**Where the registers sit**

(1 px per um) Other cells in grey.
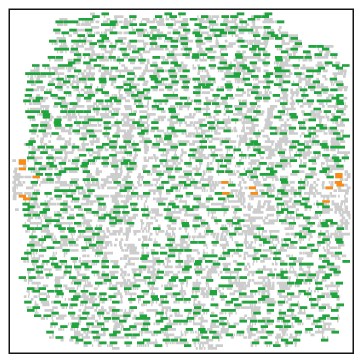
**The metal 3 layer**

(1 px per um) Cells faint in the background.
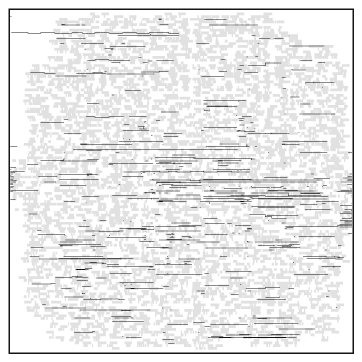
**Clock distribution**

(1 px per um)
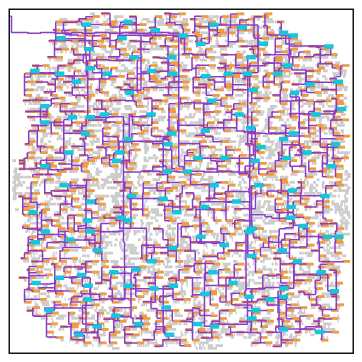
**Routed metal, one colour a layer**

(1 px per um)
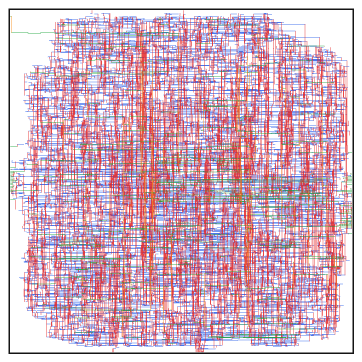
**Congestion heat map**

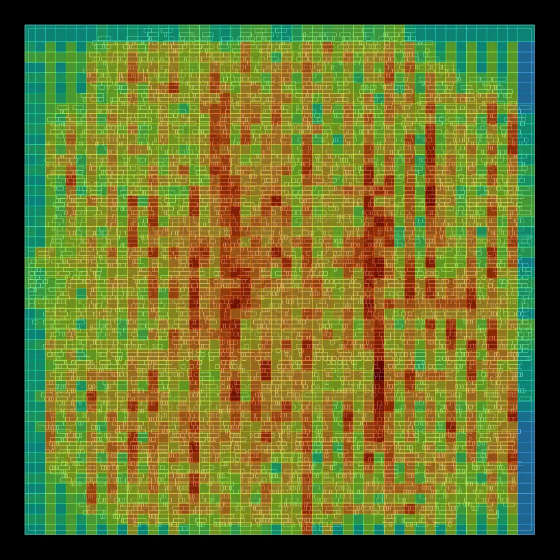
$ cat src/rtl/instr_mem_pkg.sv
// Shared definitions for the instruction memory: widths, the default program
// image and the byte-address to word-index decode.
package instr_mem_pkg;

  localparam int ADDR_W      = 16;
  localparam int DATA_W      = 16;
  localparam int IMAGE_WORDS = 64;
  localparam int IDX_W       = $clog2(IMAGE_WORDS);

  localparam logic [DATA_W-1:0] NOP_WORD = 16'h0000;

  typedef logic [DATA_W-1:0] image_t [IMAGE_WORDS];

  // Word n lives at byte address 2*n; everything past 0x34 is NOP.
  localparam image_t DEFAULT_IMAGE = '{
    0:  16'h2101, 1:  16'h2202, 2:  16'h0312, 3:  16'h4301,
    4:  16'h5203, 5:  16'h6104, 6:  16'h7005, 7:  16'h8106,
    8:  16'h0123, 9:  16'h1234, 10: 16'h2345, 11: 16'h3456,
    12: 16'h4567, 13: 16'h9A10, 14: 16'h5678, 15: 16'h6789,
    16: 16'h789A, 17: 16'h89AB, 18: 16'h9ABC, 19: 16'hABCD,
    20: 16'hBCDE, 21: 16'hCDEF, 22: 16'hDEF0, 23: 16'hE014,
    24: 16'hF00C, 25: 16'h0F0F, 26: 16'hFFFF,
    default: NOP_WORD
  };

  typedef struct packed {
    logic [IDX_W-1:0] index;
    logic             in_range;
  } word_sel_t;

  // Bit 0 is dropped; the range test uses the full word index so that
  // addresses beyond the array never alias back onto low words.
  function automatic word_sel_t byte_to_word(input logic [ADDR_W-1:0] byte_addr,
                                             input int unsigned depth);
    word_sel_t sel;
    sel.index    = byte_addr[IDX_W:1];
    sel.in_range = (32'(byte_addr[ADDR_W-1:1]) < depth);
    return sel;
  endfunction

endpackage

$ cat src/rtl/instruction_mem.sv
// Program memory for the 16-bit CPU: registered read, synchronous write port,
// synchronous reset that reloads the default program image.
module instruction_mem #(
  parameter int DEPTH_WORDS = 64,
  parameter int ADDR_W      = 16,
  parameter int DATA_W      = 16
) (
  input  logic              clk,
  input  logic              reset,
  input  logic [ADDR_W-1:0] address,
  output logic [DATA_W-1:0] instruction,
  input  logic              wr_en,
  input  logic [ADDR_W-1:0] wr_address,
  input  logic [DATA_W-1:0] wr_data
);
  import instr_mem_pkg::*;

  // Power-up contents match the post-reset contents.
  logic [DATA_W-1:0] mem [DEPTH_WORDS] = DEFAULT_IMAGE;
  logic [DATA_W-1:0] instr_q = NOP_WORD;

  word_sel_t rd_sel;
  word_sel_t wr_sel;

  assign rd_sel = byte_to_word(address, DEPTH_WORDS);
  assign wr_sel = byte_to_word(wr_address, DEPTH_WORDS);

  always_ff @(posedge clk) begin
    if (reset) begin
      mem <= DEFAULT_IMAGE;
    end else if (wr_en && wr_sel.in_range) begin
      mem[wr_sel.index] <= wr_data;
    end
  end

  // Reads sample the array before this edge's write lands (read-first).
  always_ff @(posedge clk) begin
    if (reset) begin
      instr_q <= NOP_WORD;
    end else if (rd_sel.in_range) begin
      instr_q <= mem[rd_sel.index];
    end else begin
      instr_q <= NOP_WORD;
    end
  end

  assign instruction = instr_q;

endmodule

$ cat config.mk
export PLATFORM = sky130hd
export DESIGN_NAME = instruction_mem
export DESIGN_NICKNAME = d
export VERILOG_FILES = /design/src/rtl/instr_mem_pkg.sv /design/src/rtl/instruction_mem.sv
export SDC_FILE = /design/constraint.sdc
export NUM_CORES = 2
export LEC_CHECK = 0
export CELL_PAD_IN_SITES_DETAIL_PLACEMENT = 0
export CELL_PAD_IN_SITES_GLOBAL_PLACEMENT = 1
export CORE_MARGIN = 2
export CORE_UTILIZATION = 40
export CTS_CLUSTER_DIAMETER = 60
export DETAILED_ROUTE_END_ITERATION = 8
export HOLD_SLACK_MARGIN = 0.06
export PLACE_DENSITY_LB_ADDON = 0.1
export SYNTH_ARGS = -nofsm -noshare
export SYNTH_HDL_FRONTEND = slang
export SYNTH_SLANG_ARGS = --single-unit
$ cat constraint.sdc
create_clock -name clk -period 2.4 [get_ports clk]
set_clock_uncertainty 0.05 [all_clocks]
set_input_delay 0.36 -clock clk [delete_from_list [all_inputs] [get_ports clk]]
set_output_delay 0.36 -clock clk [all_outputs]
set_load 0.02 [all_outputs]
==> changes_impl.md <==
### Changed

* Max-Cap Viols at 0
* Placed cell area at 0.0510 mm2
* First-pass GRT wire length at 225 mm
* Ys flop type: dfxtp_1
* Post-synth area hogs: dfxtp_1, mux2i_1, mux4_2
* Synth cell count leaders: dfxtp_1, nand2_1, mux2i_1
* P_seq at 0.0173 W
* Clk pwr share at 0.502
* Status: completed
* CTS clk-pin slew, worst paths at 0.05 ns
* Number of setup buffers added after CTS at 0
* Initial antenna violation count at 6
* Non-clock buffers, area share at 0.101
* Pre-Place Util at 0.402
* XOR Share, Synth at 0
* CP max FO at 1
* CTS tree: built
* GR Util met3 at 0.0362
* Flops after synth at 1040
* CTS Buffer Depth at 3
* Post-CTS Hold Buffers at 5
* Fin area at 0.0555 mm2
* Pre-CTS setup slack at -0.333 ns
* Leak at 19.9 nW
* Syn_area_per_cell at 9.91 um2
* Vias in the first global route at 33321
* Adder share at 0
* WHS Endpoint: mem[1007]
* Worst Path Buf+Inv at 1
* Die H at 342 um
* Via count at 34468
* GR Overflow Total at 0
* Area grow syn2layout at 21.0%
* Num CTS Buffers at 132
* Met2 usage at 0.407
* Cycle use final at 0.936
* CP startpoint: instruction[10]
* Clk pwr at 0.0199 W
* Pint at 0.0303 W
* Worst Path Arrival at 1.84 ns
* Switching Share at 0.234
* Number of fill cells at 10666
* Tmin final at 2.25 ns
* Core area at 0.114 mm2
* Dominant logic cell type in the layout: dfxtp_1
* Critical-path top delay cell: clkdlybuf4s50_1
* Drc violations at 0
* Setup crit start kind: register
* Most common cell in the netlist: dfxtp_1
* Setup-failing EPs final at 0
* Gpl congestion at 0.863
* CLK BUF at 200
* Synth mux share at 0.255
* Buffers on Ports at 64
* Combinational power share at 0.062
* Level count of the clock H-tree at 4
* Fin nets at 4874
* Iter 0 DRT Violations at 2572
* Crit path to: instruction[10]
* Late-Pin Clk Latency at 0.74 ns
* Logic share of the area at 0.410
* Crit path DRT at 1.99 ns
* Hold WS at 0.0826 ns
* Antenna-violating nets left at 0
* Critical Path Max Stage Delay at 0.66 ns
-- 'where the registers sit' (at the start) --
legend:
  `mem`:
    colour: green
    sequential_cells: 1024
    where: spread over the die
  `instruction`:
    colour: orange
    sequential_cells: 16

-- 'the metal 3 layer' (at the start) --
longest straight run: 164 um
share of all routed wire: 4.9%
wire length on this layer: 7440 um

-- 'clock distribution' (at the start) --
legend:
  clock-net drivers:
    colour: cyan
    count: 132
  clock wires:
    colour: purple
    length: 14600 um
  flip-flops:
    colour: orange
    count: 1040
routed clock nets: 133
flops lie: spread over the die

-- 'routed metal, one colour a layer' (at the start) --
legend:
  M3:
    colour: green
    wire_length: 7440 um
  M2:
    colour: red
    wire_length: 69.8 mm
  M1:
    colour: blue
    wire_length: 70.5 mm
  M4:
    colour: orange
    wire_length: 3630 um

-- 'congestion heat map' (at the start) --
M1 GR Usage: 0.364
wire per inst: 23.5 um
GRT Max-Usage Layer: met2
Core Util, Final: 0.486
global router's overall resource usage: 0.257

No activity file was given, so power comes from the tool's default toggle rates.
